===== src/rtl/bnn_if_pkg.sv =====
// Shared types and default parameters for the BNN core bridge.
// Latency: none (package only).
// Backpressure: not applicable.
package bnn_if_pkg;

  typedef enum logic [2:0] {
    IDLE   = 3'd0,
    LAUNCH = 3'd1,
    RUN    = 3'd2,
    RETURN = 3'd3,
    DONE   = 3'd4,
    ERROR  = 3'd5
  } bridge_state_t;

  localparam int unsigned DEF_IMG_W       = 900;
  localparam int unsigned DEF_PAD_W       = 4;
  localparam int unsigned DEF_RES_W       = 4;
  localparam int unsigned DEF_CE_DIV      = 4;
  localparam int unsigned DEF_SYNC_STAGES = 3;
  localparam int unsigned DEF_TIMEOUT_TCK = 4096;
  localparam int unsigned DEF_CNT_W       = 16;

  // Larger of two unsigned values, used to size the shared tick counter.
  function automatic int unsigned max_u(input int unsigned a, input int unsigned b);
    return (a > b) ? a : b;
  endfunction

endpackage


===== src/rtl/bnn_ce_gen.sv =====
// Clock-enable generator: one-clk pulse every CE_DIV clks, first clk after reset is a tick.
// Latency: enable is combinational from the divider register; held low while in reset.
// Backpressure: none, free-running.
module bnn_ce_gen #(
  parameter int unsigned CE_DIV = 4
) (
  input  logic clk,
  input  logic rst_n,
  output logic core_clk_en
);

  localparam int unsigned DW = (CE_DIV > 1) ? $clog2(CE_DIV) : 1;

  logic [DW-1:0] div_q;
  logic [DW-1:0] div_d;

  // Next divider value: wrap to zero after CE_DIV-1 (stays 0 when CE_DIV is 1).
  always_comb begin
    div_d = div_q + DW'(1);
    if (div_q == DW'(CE_DIV - 1)) begin
      div_d = '0;
    end
  end

  // Divider register.
  always_ff @(posedge clk or negedge rst_n) begin
    if (!rst_n) begin
      div_q <= '0;
    end else begin
      div_q <= div_d;
    end
  end

  // Gated by rst_n so the enable reads 0 while reset is held.
  assign core_clk_en = rst_n && (div_q == '0);

endmodule


===== src/rtl/bnn_core_bridge.sv =====
// Handshake bridge: snapshots an image, launches the BNN core on the enable grid, returns result.
// Latency: SYNC_STAGES ticks to launch, core time (<= TIMEOUT_TCK ticks), SYNC_STAGES ticks to return.
// Backpressure: result/error held until bnn_clear; new images ignored until back in IDLE.
module bnn_core_bridge
  import bnn_if_pkg::*;
#(
  parameter int unsigned IMG_W       = DEF_IMG_W,
  parameter int unsigned PAD_W       = DEF_PAD_W,
  parameter int unsigned RES_W       = DEF_RES_W,
  parameter int unsigned CE_DIV      = DEF_CE_DIV,
  parameter int unsigned SYNC_STAGES = DEF_SYNC_STAGES,
  parameter int unsigned TIMEOUT_TCK = DEF_TIMEOUT_TCK,
  parameter int unsigned CNT_W       = DEF_CNT_W
) (
  input  logic                   clk,
  input  logic                   rst_n,
  input  logic [IMG_W+PAD_W-1:0] img_in,
  input  logic                   img_buffer_full,
  input  logic                   bnn_enable,
  input  logic                   bnn_clear,
  output logic [RES_W-1:0]       result_out,
  output logic                   result_ready,
  output logic                   bnn_error,
  output logic                   bnn_busy,
  output logic [CNT_W-1:0]       infer_count,
  output logic                   core_clk_en,
  output logic [IMG_W-1:0]       core_img,
  output logic                   core_start,
  input  logic [RES_W-1:0]       core_result,
  input  logic                   core_done
);

  localparam int unsigned CW = $clog2(max_u(SYNC_STAGES, TIMEOUT_TCK) + 1);

  bridge_state_t    state_q, state_d;
  logic [CW-1:0]    tick_q, tick_d;
  logic [IMG_W-1:0] img_q, img_d;
  logic             start_q, start_d;
  logic [RES_W-1:0] held_q, held_d;
  logic [RES_W-1:0] res_q, res_d;
  logic             ready_q, ready_d;
  logic             err_q, err_d;
  logic [CNT_W-1:0] cnt_q, cnt_d;
  logic             ce;

  // Pad bits of the image are deliberately dropped.
  logic unused_pad;
  assign unused_pad = ^img_in[PAD_W-1:0];

  bnn_ce_gen #(.CE_DIV(CE_DIV)) u_ce_gen (
    .clk         (clk),
    .rst_n       (rst_n),
    .core_clk_en (ce)
  );

  // Next-state and datapath: clear/start act every clk, core-side progress only on ticks.
  always_comb begin
    state_d = state_q;
    tick_d  = tick_q;
    img_d   = img_q;
    start_d = start_q;
    held_d  = held_q;
    res_d   = res_q;
    ready_d = ready_q;
    err_d   = err_q;
    cnt_d   = cnt_q;
    unique case (state_q)
      IDLE: begin
        // Clear wins over a simultaneous start request.
        if (!bnn_clear && img_buffer_full && bnn_enable) begin
          img_d   = img_in[IMG_W+PAD_W-1:PAD_W];
          tick_d  = '0;
          state_d = LAUNCH;
        end
      end
      LAUNCH: begin
        if (bnn_clear) begin
          start_d = 1'b0;
          tick_d  = '0;
          state_d = IDLE;
        end else if (ce) begin
          if (tick_q == CW'(SYNC_STAGES - 1)) begin
            start_d = 1'b1;
            tick_d  = '0;
            state_d = RUN;
          end else begin
            tick_d = tick_q + CW'(1);
          end
        end
      end
      RUN: begin
        if (bnn_clear) begin
          start_d = 1'b0;
          tick_d  = '0;
          state_d = IDLE;
        end else if (ce) begin
          // Start strobe lasts exactly one enable period.
          start_d = 1'b0;
          if (core_done) begin
            // Done takes priority over a timeout expiring on the same tick.
            held_d  = core_result;
            tick_d  = '0;
            state_d = RETURN;
          end else if (tick_q == CW'(TIMEOUT_TCK - 1)) begin
            err_d   = 1'b1;
            tick_d  = '0;
            state_d = ERROR;
          end else begin
            tick_d = tick_q + CW'(1);
          end
        end
      end
      RETURN: begin
        if (bnn_clear) begin
          tick_d  = '0;
          state_d = IDLE;
        end else if (ce) begin
          if (tick_q == CW'(SYNC_STAGES - 1)) begin
            res_d   = held_q;
            ready_d = 1'b1;
            cnt_d   = cnt_q + CNT_W'(1);
            tick_d  = '0;
            state_d = DONE;
          end else begin
            tick_d = tick_q + CW'(1);
          end
        end
      end
      DONE, ERROR: begin
        if (bnn_clear) begin
          ready_d = 1'b0;
          err_d   = 1'b0;
          tick_d  = '0;
          state_d = IDLE;
        end
      end
      default: begin
        tick_d  = '0;
        state_d = IDLE;
      end
    endcase
  end

  // State, counters and datapath registers.
  always_ff @(posedge clk or negedge rst_n) begin
    if (!rst_n) begin
      state_q <= IDLE;
      tick_q  <= '0;
      img_q   <= '0;
      start_q <= 1'b0;
      held_q  <= '0;
      res_q   <= '0;
      ready_q <= 1'b0;
      err_q   <= 1'b0;
      cnt_q   <= '0;
    end else begin
      state_q <= state_d;
      tick_q  <= tick_d;
      img_q   <= img_d;
      start_q <= start_d;
      held_q  <= held_d;
      res_q   <= res_d;
      ready_q <= ready_d;
      err_q   <= err_d;
      cnt_q   <= cnt_d;
    end
  end

  assign result_out   = res_q;
  assign result_ready = ready_q;
  assign bnn_error    = err_q;
  assign bnn_busy     = (state_q == LAUNCH) || (state_q == RUN) || (state_q == RETURN);
  assign infer_count  = cnt_q;
  assign core_clk_en  = ce;
  assign core_img     = img_q;
  assign core_start   = start_q;

endmodule


===== config.mk =====
export PLATFORM = sky130hd
export DESIGN_NAME = bnn_core_bridge
export DESIGN_NICKNAME = d
export VERILOG_FILES = /design/src/rtl/bnn_if_pkg.sv /design/src/rtl/bnn_ce_gen.sv /design/src/rtl/bnn_core_bridge.sv
export SDC_FILE = /design/constraint.sdc
export NUM_CORES = 1
export LEC_CHECK = 0
export CORE_AREA = 4 4 713 715
export DETAILED_ROUTE_END_ITERATION = 8
export DIE_AREA = 0 0 717 719
export SLEW_MARGIN = 15
export SYNTH_ARGS = -nofsm -noshare
export SYNTH_HDL_FRONTEND = slang
export SYNTH_SLANG_ARGS = --single-unit

===== constraint.sdc =====
create_clock -name clk -period 2.5 [get_ports clk]
set_input_delay 0.75 -clock clk [delete_from_list [all_inputs] [get_ports clk]]
set_output_delay 0.75 -clock clk [all_outputs]
set_load 0.02 [all_outputs]

==> images/final_congestion.png <==
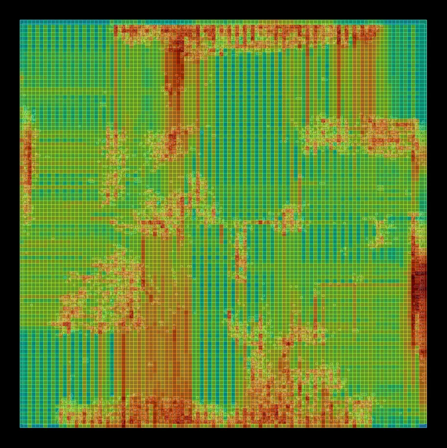
Final Util: 0.135
met2 Use GR: 0.262
M1 GR Usage: 0.156

==> impl_metrics.toml <==
# physical design summary
[cts]
clock_path_buffers = 4
worstSkewPairLatency_ps = 890
cts.clk_slew.worst_paths_ps = 60
cts_tree = "built"
postCtsSetupBuffers = 6
cts_buffers = 139
cts-resized-gates = 1268
cts_root_buf = "clkbuf_16"

[setup_path]
max_stage_delay_ps = 550
r2r_start = "u_ce_gen.div_q[1]$_DFF_PN0_"
path_buffers = 1
r2r_end = "infer_count[2]$_DFFE_PN0P_"
critical_path_depth = 1
cp_data_arrival_time_ps = 1700
path_cells = "dlygate4sd2_1"
critPathKind = "reg -> out"
worstPathMaxFanout = 2

[layout]
drive_gt1_frac = 0.138
largestClassByArea = "flip-flops and latches"
flop_area_sq_mm = 0.0237
diodes = 101
combGateArea_sq_mm = 0.0113
nClkBuffers = 184
buf_share = 0.287
final_cell_mix = "2733 x nand2_1, 935 x dfrtp_1, 908 x clkdlybuf4s50_1"
seq_share = 0.350
comb_share = 0.167
nMultiInputCombCells = 2871
inv_count = 11
n_all_buffers = 2021
finalInstanceArea_sq_mm = 0.0677
fin_cells = 12865
fin_nets = 6908

[sta]
relSlewSlack = 0.387
clock.fmax_mhz = 408
post-route-min-period_ps = 2450
post-route-worst-setup-slack_ps = 51.7
fin_tns_setup_ps = 0

[logic_synthesis]
ys_sh_xor = 0.00386
top_cell = "nand2_1"
ys_cells = 4034
largest_area_cell = "dfrtp_1"
synthArstFlopShare = 1.00
topCellsByArea = "dfrtp_1 66%, nand2_1 28%, buf_2 2.5%"
mux_area_frac = 0.00125
ys_sh_adder = 0.00174

[power_and_ir_drop]
p_sw_w = 0.0437
p_clk_frac = 0.226
top_power_group = "combinational cells"
p_seq_frac = 0.300
p_seq_w = 0.0276
internal_power_w = 0.0482
pwr.group.clock_w = 0.0208
pg_comb_w = 0.0436

[route]
drtIter0Drc = 3118
top_layer_used = "met5"
wl_um = 434000
wl_met2_um = 198000

[grt]
grt_overflow_total = 0
grt_pass1_vias = 36671
grt_use_total = 0.162
antenna_found_initial = 610

[die]
io_pins = 1839
placementRows = 260
die_y_um = 719
fp_util = 0.0718
die_x_um = 717

[place]
dpl.hpwl_um = 390000

[status]
status = "finished, final reports clean"
==> images/met2.png <==
(1 px per um) Cells faint in the background.
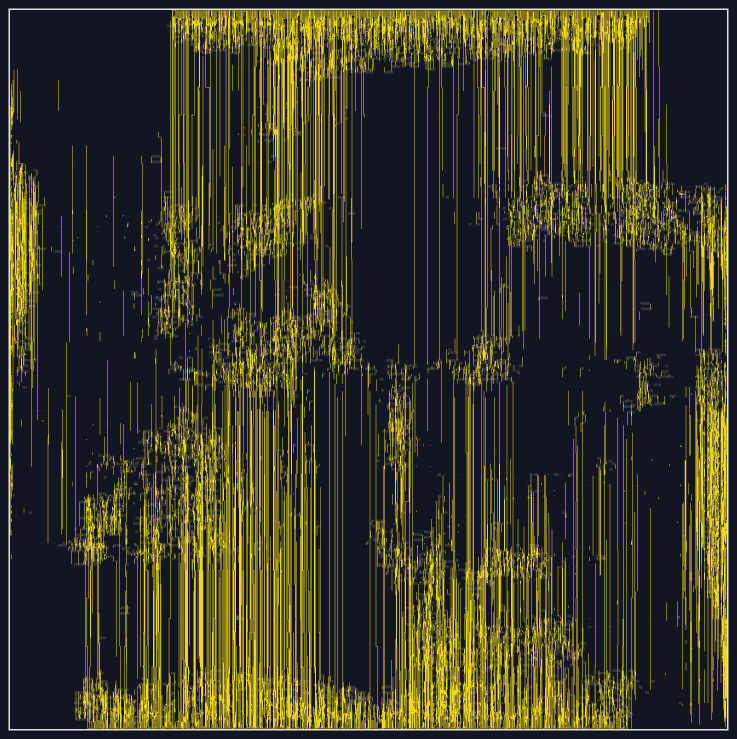
- share of all routed wire: 46%
- main direction: vertical
- longest straight run: 372 um
- wire length on this layer: 198 mm

